Run 1, PDN straps and rails:
The bar under the picture is 20 um long. Pins as bars on the die edge. Tap cells in grey.
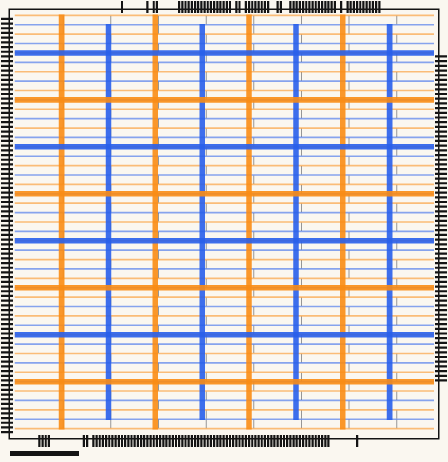
Run 1, metal 4:
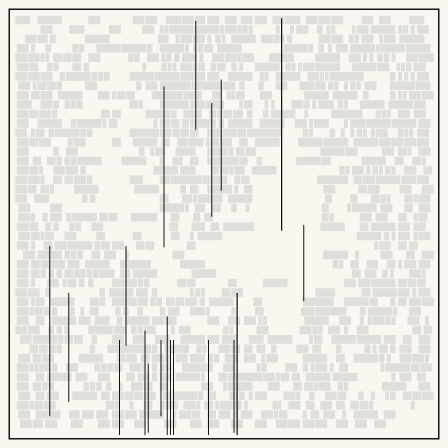
Run 1, zoomed window:
Region (80, 18) to (105, 43) um. Cells in grey, sequential cells in the stronger grey; small squares are vias.
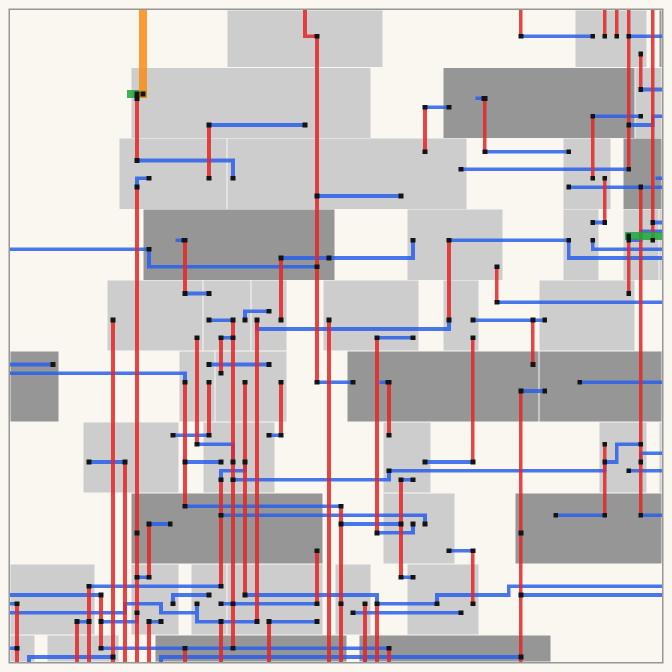
--- src/rtl/mem_arb_pkg.sv ---
// Shared types and constants for the unified-memory port arbiter.
package mem_arb_pkg;

  typedef enum logic [1:0] {
    REQ_LD = 2'd0,
    REQ_D  = 2'd1,
    REQ_I  = 2'd2
  } req_id_t;

  typedef enum logic [1:0] {
    IDLE  = 2'd0,
    ISSUE = 2'd1,
    WAIT  = 2'd2,
    RESP  = 2'd3
  } state_t;

  localparam int unsigned MEM_LAT_MAX = 15;
  localparam int unsigned CNT_W       = 4;

endpackage

--- src/rtl/mem_port_arbiter_if.sv ---
// Requester and memory-side signals of mem_port_arbiter.
// slave is the arbiter's view; master is the requesters-plus-memory view.
interface mem_port_arbiter_if #(
  parameter int unsigned AW = 32
);
  logic          ld_req;
  logic          ld_we;
  logic [AW-1:0] ld_addr;
  logic [31:0]   ld_wdata;
  logic          ld_done;

  logic          d_req;
  logic          d_we;
  logic [AW-1:0] d_addr;
  logic [31:0]   d_wdata;
  logic          d_done;

  logic          i_req;
  logic [AW-1:0] i_addr;
  logic          i_done;

  logic [31:0]   rdata;
  logic          busy;

  logic          m_en;
  logic          m_we;
  logic [AW-1:0] m_addr;
  logic [31:0]   m_wdata;
  logic [31:0]   m_rdata;

  modport slave (
    input  ld_req, ld_we, ld_addr, ld_wdata,
    input  d_req, d_we, d_addr, d_wdata,
    input  i_req, i_addr,
    input  m_rdata,
    output ld_done, d_done, i_done, rdata, busy,
    output m_en, m_we, m_addr, m_wdata
  );

  modport master (
    output ld_req, ld_we, ld_addr, ld_wdata,
    output d_req, d_we, d_addr, d_wdata,
    output i_req, i_addr,
    output m_rdata,
    input  ld_done, d_done, i_done, rdata, busy,
    input  m_en, m_we, m_addr, m_wdata
  );

endinterface

--- src/rtl/mem_port_arbiter_arb_pick.sv ---
// Combinational winner selector: LD always wins; D vs I is fixed D-first,
// or round-robin on the last-grant pointer when ARB_RR_EN is defined.
module arb_pick
  import mem_arb_pkg::*;
(
  input  logic    ld_req,
  input  logic    d_req,
  input  logic    i_req,
`ifdef ARB_RR_EN
  input  logic    last_d,
`endif
  output req_id_t winner,
  output logic    valid
);

  always_comb begin
    winner = REQ_LD;
    valid  = ld_req | d_req | i_req;
    if (ld_req) begin
      winner = REQ_LD;
`ifdef ARB_RR_EN
    end else if (d_req && i_req) begin
      // Whoever was not granted last gets this slot.
      winner = last_d ? REQ_I : REQ_D;
`endif
    end else if (d_req) begin
      winner = REQ_D;
    end else if (i_req) begin
      winner = REQ_I;
    end
  end

endmodule

--- src/rtl/mem_port_arbiter.sv ---
// Three-way arbiter in front of a fixed-latency single-port memory.
// Define ARB_RR_EN for round-robin between the data and fetch ports.
module mem_port_arbiter
  import mem_arb_pkg::*;
#(
  parameter int unsigned AW      = 32,
  parameter int unsigned MEM_LAT = 2
) (
  input logic               clk,
  input logic               rst,
  mem_port_arbiter_if.slave bus
);

  state_t            state_q, state_d;
  req_id_t           win_q, win_d;
  logic              we_q, we_d;
  logic [AW-1:0]     addr_q, addr_d;
  logic [31:0]       wdata_q, wdata_d;
  logic [CNT_W-1:0]  cnt_q, cnt_d;
  logic [31:0]       rdata_q, rdata_d;

  req_id_t           pick_win;
  logic              pick_valid;

`ifdef ARB_RR_EN
  logic              last_d_q, last_d_d;
`endif

  arb_pick u_pick (
    .ld_req (bus.ld_req),
    .d_req  (bus.d_req),
    .i_req  (bus.i_req),
`ifdef ARB_RR_EN
    .last_d (last_d_q),
`endif
    .winner (pick_win),
    .valid  (pick_valid)
  );

  always_comb begin
    state_d = state_q;
    win_d   = win_q;
    we_d    = we_q;
    addr_d  = addr_q;
    wdata_d = wdata_q;
    cnt_d   = cnt_q;
    rdata_d = rdata_q;
    unique case (state_q)
      IDLE: begin
        if (pick_valid) begin
          win_d   = pick_win;
          state_d = ISSUE;
          case (pick_win)
            REQ_LD: begin
              we_d    = bus.ld_we;
              addr_d  = bus.ld_addr;
              wdata_d = bus.ld_wdata;
            end
            REQ_D: begin
              we_d    = bus.d_we;
              addr_d  = bus.d_addr;
              wdata_d = bus.d_wdata;
            end
            default: begin
              we_d    = 1'b0;
              addr_d  = bus.i_addr;
              wdata_d = '0;
            end
          endcase
        end
      end
      ISSUE: begin
        cnt_d   = CNT_W'(MEM_LAT - 1);
        state_d = WAIT;
      end
      WAIT: begin
        if (cnt_q == '0) begin
          rdata_d = bus.m_rdata;
          state_d = RESP;
        end else begin
          cnt_d = cnt_q - 1'b1;
        end
      end
      RESP: state_d = IDLE;
      default: state_d = IDLE;
    endcase
  end

`ifdef ARB_RR_EN
  always_comb begin
    last_d_d = last_d_q;
    // Only D/I grants move the pointer; an LD grant leaves it alone.
    if (state_q == IDLE && pick_valid && pick_win != REQ_LD) begin
      last_d_d = (pick_win == REQ_D);
    end
  end

  always_ff @(posedge clk) begin
    if (!rst) begin
      last_d_q <= 1'b0;
    end else begin
      last_d_q <= last_d_d;
    end
  end
`endif

  always_ff @(posedge clk) begin
    if (!rst) begin
      state_q <= IDLE;
      win_q   <= REQ_LD;
      we_q    <= 1'b0;
      addr_q  <= '0;
      wdata_q <= '0;
      cnt_q   <= '0;
      rdata_q <= '0;
    end else begin
      state_q <= state_d;
      win_q   <= win_d;
      we_q    <= we_d;
      addr_q  <= addr_d;
      wdata_q <= wdata_d;
      cnt_q   <= cnt_d;
      rdata_q <= rdata_d;
    end
  end

  always_comb begin
    bus.busy    = (state_q != IDLE);
    bus.m_en    = (state_q == ISSUE);
    bus.m_we    = (state_q == ISSUE) && we_q;
    bus.m_addr  = addr_q;
    bus.m_wdata = wdata_q;
    bus.rdata   = rdata_q;
    bus.ld_done = (state_q == RESP) && (win_q == REQ_LD);
    bus.d_done  = (state_q == RESP) && (win_q == REQ_D);
    bus.i_done  = (state_q == RESP) && (win_q == REQ_I);
  end

endmodule

--- src/flat_wrapper.sv ---
// flat-port wrapper written by rule: the top's interface ports become plain ports
module mem_port_arbiter_flat import mem_arb_pkg::*;
#(
  parameter int unsigned AW      = 32,
  parameter int unsigned MEM_LAT = 2
)
  (clk, rst, bus_ld_req, bus_ld_we, bus_ld_addr, bus_ld_wdata, bus_d_req, bus_d_we, bus_d_addr, bus_d_wdata, bus_i_req, bus_i_addr, bus_m_rdata, bus_ld_done, bus_d_done, bus_i_done, bus_rdata, bus_busy, bus_m_en, bus_m_we, bus_m_addr, bus_m_wdata);
  mem_port_arbiter_if #(.AW(AW)) bus_i ();
  input logic clk;
  input logic rst;
  input wire logic [$bits(bus_i.ld_req)-1:0] bus_ld_req;
  input wire logic [$bits(bus_i.ld_we)-1:0] bus_ld_we;
  input wire logic [$bits(bus_i.ld_addr)-1:0] bus_ld_addr;
  input wire logic [$bits(bus_i.ld_wdata)-1:0] bus_ld_wdata;
  input wire logic [$bits(bus_i.d_req)-1:0] bus_d_req;
  input wire logic [$bits(bus_i.d_we)-1:0] bus_d_we;
  input wire logic [$bits(bus_i.d_addr)-1:0] bus_d_addr;
  input wire logic [$bits(bus_i.d_wdata)-1:0] bus_d_wdata;
  input wire logic [$bits(bus_i.i_req)-1:0] bus_i_req;
  input wire logic [$bits(bus_i.i_addr)-1:0] bus_i_addr;
  input wire logic [$bits(bus_i.m_rdata)-1:0] bus_m_rdata;
  output wire logic [$bits(bus_i.ld_done)-1:0] bus_ld_done;
  output wire logic [$bits(bus_i.d_done)-1:0] bus_d_done;
  output wire logic [$bits(bus_i.i_done)-1:0] bus_i_done;
  output wire logic [$bits(bus_i.rdata)-1:0] bus_rdata;
  output wire logic [$bits(bus_i.busy)-1:0] bus_busy;
  output wire logic [$bits(bus_i.m_en)-1:0] bus_m_en;
  output wire logic [$bits(bus_i.m_we)-1:0] bus_m_we;
  output wire logic [$bits(bus_i.m_addr)-1:0] bus_m_addr;
  output wire logic [$bits(bus_i.m_wdata)-1:0] bus_m_wdata;
  assign bus_i.ld_req = bus_ld_req;
  assign bus_i.ld_we = bus_ld_we;
  assign bus_i.ld_addr = bus_ld_addr;
  assign bus_i.ld_wdata = bus_ld_wdata;
  assign bus_i.d_req = bus_d_req;
  assign bus_i.d_we = bus_d_we;
  assign bus_i.d_addr = bus_d_addr;
  assign bus_i.d_wdata = bus_d_wdata;
  assign bus_i.i_req = bus_i_req;
  assign bus_i.i_addr = bus_i_addr;
  assign bus_i.m_rdata = bus_m_rdata;
  assign bus_ld_done = bus_i.ld_done;
  assign bus_d_done = bus_i.d_done;
  assign bus_i_done = bus_i.i_done;
  assign bus_rdata = bus_i.rdata;
  assign bus_busy = bus_i.busy;
  assign bus_m_en = bus_i.m_en;
  assign bus_m_we = bus_i.m_we;
  assign bus_m_addr = bus_i.m_addr;
  assign bus_m_wdata = bus_i.m_wdata;
  mem_port_arbiter #(.AW(AW), .MEM_LAT(MEM_LAT)) u_core (.clk(clk), .rst(rst), .bus(bus_i));
endmodule
--- config.mk ---
export PLATFORM = sky130hd
export DESIGN_NAME = mem_port_arbiter_flat
export DESIGN_NICKNAME = d
export VERILOG_FILES = /design/src/rtl/mem_arb_pkg.sv /design/src/rtl/mem_port_arbiter_if.sv /design/src/rtl/mem_port_arbiter_arb_pick.sv /design/src/rtl/mem_port_arbiter.sv /design/src/flat_wrapper.sv
export SDC_FILE = /design/constraint.sdc
export NUM_CORES = 1
export LEC_CHECK = 0
export CAP_MARGIN = 20
export CORE_UTILIZATION = 35
export CTS_CLUSTER_SIZE = 16
export DETAILED_ROUTE_END_ITERATION = 10
export PLACE_DENSITY_LB_ADDON = 0.3
export SYNTH_ARGS = -nofsm -noshare
export SYNTH_HDL_FRONTEND = slang
export SYNTH_SLANG_ARGS = --single-unit
--- constraint.sdc ---
create_clock -name clk -period 1.5 [get_ports clk]
set_input_delay 0.15 -clock clk [delete_from_list [all_inputs] [get_ports clk]]
set_output_delay 0.15 -clock clk [all_outputs]
set_load 0.02 [all_outputs]
==> out/metrics.json, run 1 <==
{
  "run_status": {
    "run_status": "finished, violations left",
    "violations": "setup timing"
  },
  "sta": {
    "timing.final.setup_violations": 1,
    "worst_setup_slack_after_layout_ps": -2.786,
    "layout_worst_path_cycle_share": 1.002
  },
  "synth": {
    "topCombFamilyByArea": "AND-OR/OR-AND gates",
    "asyncSetResetFlopFracSynth": 0,
    "ys_top_cells_by_area": "sky130_fd_sc_hd__dfxtp_1, sky130_fd_sc_hd__a21oi_1, sky130_fd_sc_hd__nand2_1",
    "synth.yosys.warnings": 0,
    "synth_flops": 105,
    "syn_nets": 881
  },
  "final_layout": {
    "n_multi_input_combinational_cell": 500,
    "diodes": 0,
    "utilization": 0.6157,
    "layout.cells.most_common": "sky130_fd_sc_hd__clkdlybuf4s50_1",
    "clk_share": 0.03258,
    "final.signal_buffer_count": 336
  },
  "setup_path": {
    "r2r_setup_slack_ps": -3,
    "crit_path_top_delay_cell": "sky130_fd_sc_hd__or3b_4",
    "end_kind": "flop",
    "regToRegEndpoint": "u_core.cnt_q[1]",
    "path_buffers": 1,
    "crit_chain": "inv_2, ha_4, or3b_4, a211o_1, a21oi_2"
  },
  "global_route": {
    "gr-usage-all-layers": 0.2291,
    "globalRouteMet2Util": 0.3951,
    "grt_pass1_wl_mm": 27.15
  },
  "placement": {
    "place_hpwl_mm": 12.72,
    "final_weighted_congestion_in_routability_driven_placement": 0.8137,
    "place.port_buffers": 300
  },
  "drt": {
    "detailroute.wirelength.met3_mm": 1.546
  },
  "floorplan": {
    "core_util_floorplan": 0.3581,
    "die_area_um2": 15360
  },
  "clock_tree": {
    "htree_levels": 3
  },
  "power_and_ir_drop": {
    "power_frac_comb": 0.506,
    "p_clk_frac": 0.180
  }
}
Notes on 'PDN straps and rails' above:
Key: orange = VSS; blue = VDD
301 signal pins sit on the boundary. 8 straps on met4. 45 met1 rails follow the rows. The core has 44 rows.
vertical die dimension: 124.0 um
worst IR drop on VDD: 0.8542 mV
horizontal die size: 124.0 um
Core Region: 14530 um2

Notes on 'metal 4' above:
17 nets have wire on it. The layer carries 615 um of wire. The wires run mostly vertical.

Notes on 'zoomed window' above:
Key: orange = M4; blue = M1; red = M2; green = M3
Netlist names of flops here include `u_core.bus.m_wdata` (6). Sequential cells in the window: 6. Most frequent: nand2_1 (7), clkdlybuf4s50_1 (7), dfxtp_1 (6). 34 logic cells have their middle in the window.

==> run 2, diff against run 1 <==
--- a/config.mk
+++ b/config.mk
@@ -9,7 +9,7 @@
 export CORE_UTILIZATION = 35
 export CTS_CLUSTER_SIZE = 16
 export DETAILED_ROUTE_END_ITERATION = 10
-export PLACE_DENSITY_LB_ADDON = 0.3
+export PLACE_DENSITY = 0.89
 export SYNTH_ARGS = -nofsm -noshare
 export SYNTH_HDL_FRONTEND = slang
 export SYNTH_SLANG_ARGS = --single-unit
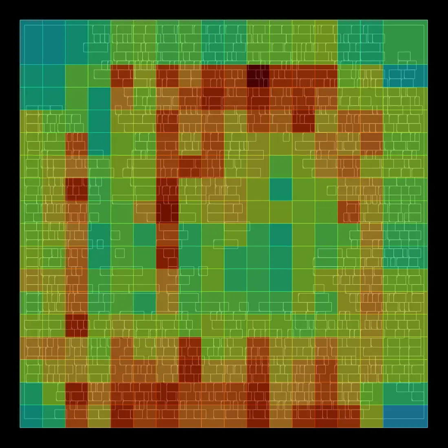
Run 2: routing congestion
met2 Resource Use GR: 0.4056
met3 track utilization from global routing: 0.04670

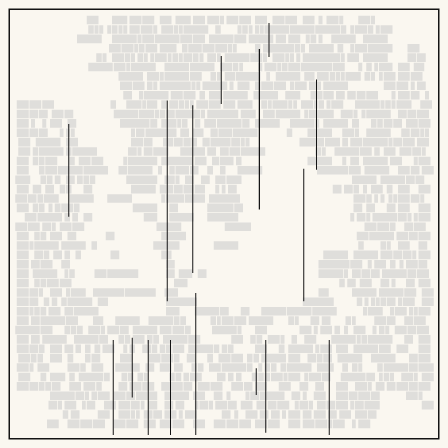
Run 2: metal 4
The longest straight run is 57.8 um. The layer holds 2.5% of the routed length. 14 nets have wire on it. The wires run mostly vertical.

==> out/metrics.json, run 2 <==
{
  "synth": {
    "syn_nets": {"value": 881, "change": "unchanged"},
    "synth.yosys.warnings": {"value": 0, "change": "unchanged"},
    "asyncSetResetFlopFracSynth": {"value": 0, "change": "unchanged"},
    "ys_top_cells_by_area": "sky130_fd_sc_hd__dfxtp_1, sky130_fd_sc_hd__a21oi_1, sky130_fd_sc_hd__nand2_1"
  },
  "floorplan": {
    "core-area": {"value": 14530, "unit": "um2", "change": "unchanged"},
    "core_util_floorplan": {"value": 0.3581, "change": "unchanged"},
    "die_area": {"value": 15360, "unit": "um2", "change": "unchanged"},
    "fp.dieH": {"value": 124.0, "unit": "um", "change": "unchanged"}
  },
  "setup_path": {
    "r2r_setup_slack": {"value": 8, "unit": "ps", "change": "about the same"},
    "regToRegEndpoint": "u_core.bus.m_addr[3]",
    "path_buffers": {"value": 1, "change": "unchanged"},
    "crit_path_top_delay_cell": "sky130_fd_sc_hd__clkdlybuf4s50_1",
    "end_kind": "output port"
  },
  "final_layout": {
    "diodes": {"value": 0, "change": "unchanged"},
    "final.signal_buffer_count": {"value": 338, "change": "+0.60%"},
    "clk_share": {"value": 0.03456, "change": "+0.001981"}
  },
  "global_route": {
    "grt_pass1_wl": {"value": 26.53, "unit": "mm", "change": "-2.3%"}
  },
  "sta": {
    "timing.final.setup_violations": {"value": 0, "change": "-1"},
    "layout_worst_path_cycle_share": {"value": 0.9944, "change": "-0.007440"}
  },
  "power_and_ir_drop": {
    "worst_ir_drop_on_vdd": {"value": 0.8245, "unit": "mV", "change": "-3.5%"},
    "p_clk_frac": {"value": 0.184, "change": "+0.004"}
  },
  "run_status": {
    "run_status": "finished clean"
  },
  "drt": {
    "detailroute.wirelength.met3": {"value": 1.366, "unit": "mm", "change": "-12%"}
  },
  "placement": {
    "place.port_buffers": {"value": 300, "change": "unchanged"}
  }
}
==> run 3, diff against run 2 <==
--- a/config.mk
+++ b/config.mk
@@ -6,10 +6,12 @@
 export NUM_CORES = 1
 export LEC_CHECK = 0
 export CAP_MARGIN = 20
-export CORE_UTILIZATION = 35
+export CORE_AREA = 2 2 117 119
 export CTS_CLUSTER_SIZE = 16
 export DETAILED_ROUTE_END_ITERATION = 10
-export PLACE_DENSITY = 0.89
+export DIE_AREA = 0 0 119 121
+export PLACE_DENSITY = 0.92
 export SYNTH_ARGS = -nofsm -noshare
 export SYNTH_HDL_FRONTEND = slang
+export SYNTH_HIERARCHICAL = 1
 export SYNTH_SLANG_ARGS = --single-unit
==> constraint.sdc (replaced) <==
create_clock -name clk -period 1.8 [get_ports clk]
set_input_delay 0.18 -clock clk [delete_from_list [all_inputs] [get_ports clk]]
set_output_delay 0.18 -clock clk [all_outputs]
set_load 0.02 [all_outputs]
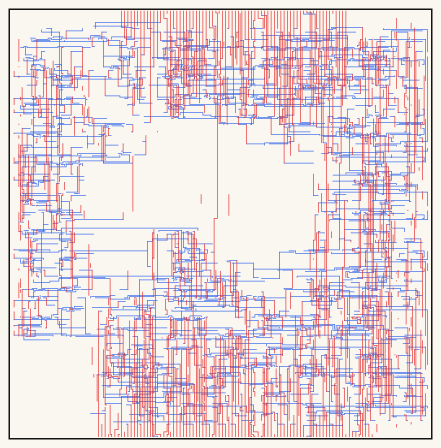
Run 3: signal wires by layer
Two of the layers only.
Key: blue = M1 [wire length 6280 um]; red = M2 [wire length 8110 um]

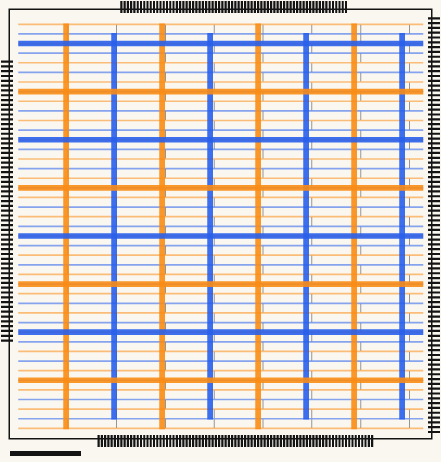
Run 3: PDN straps and rails
The bar under the picture is 20 um long. Pins as bars on the die edge. Tap cells in grey.
Key: orange = VSS; blue = VDD
176 tap cells. 8 straps on met5.

==> out/metrics.json, run 3 <==
{
  "global_route": {
    "grt_pass1_wl": {"value": 25.18, "unit": "mm", "change": "-5.1%"},
    "globalRouteMet2Util": {"value": 0.3840, "change": "-0.02158"},
    "use_met3": {"value": 0.06579, "change": "+0.01909"}
  },
  "synth": {
    "asyncSetResetFlopFracSynth": {"value": 0, "change": "unchanged"},
    "syn-instance-count": 566,
    "synth.yosys.warnings": {"value": 6, "change": "+6"},
    "ys_top_cells_by_area": "sky130_fd_sc_hd__dfxtp_1, sky130_fd_sc_hd__mux2_2, sky130_fd_sc_hd__nand2_1",
    "syn_nets": {"value": 771, "change": "-12%"}
  },
  "setup_path": {
    "regToRegEndpoint": "u_core/bus.m_addr[8]",
    "cpLargestDelayFamily": "buffers and inverters",
    "end_kind": "output port",
    "path_buffers": {"value": 2, "change": "+1"},
    "crit_path_top_delay_cell": "sky130_fd_sc_hd__dfxtp_1"
  },
  "final_layout": {
    "final.signal_buffer_count": {"value": 318, "change": "-5.9%"},
    "diodes": {"value": 0, "change": "unchanged"},
    "flow.area_growth_from_synthesis_pct": 71.41,
    "clk_share": {"value": 0.03790, "change": "+0.003340"}
  },
  "floorplan": {
    "die_area": {"value": 14400, "unit": "um2", "change": "-6.3%"},
    "core_util_floorplan": {"value": 0.3739, "change": "+0.01575"},
    "fp.dieH": {"value": 121, "unit": "um", "change": "-2.4%"},
    "core-area": {"value": 13090, "unit": "um2", "change": "-10%"}
  },
  "power_and_ir_drop": {
    "p_clk_frac": {"value": 0.211, "change": "+0.027"},
    "internal-power_uw": 6291,
    "worst_ir_drop_on_vdd": {"value": 0.6357, "unit": "mV", "change": "-23%"}
  },
  "drt": {
    "detailroute.wirelength.met3": {"value": 1.408, "unit": "mm", "change": "+3.1%"}
  },
  "sta": {
    "max_clock_freq_mhz": 585.5,
    "layout_worst_path_cycle_share": 0.9488
  },
  "run_status": {
    "run_status": "finished clean"
  }
}
Power and IR drop assume default switching activity.
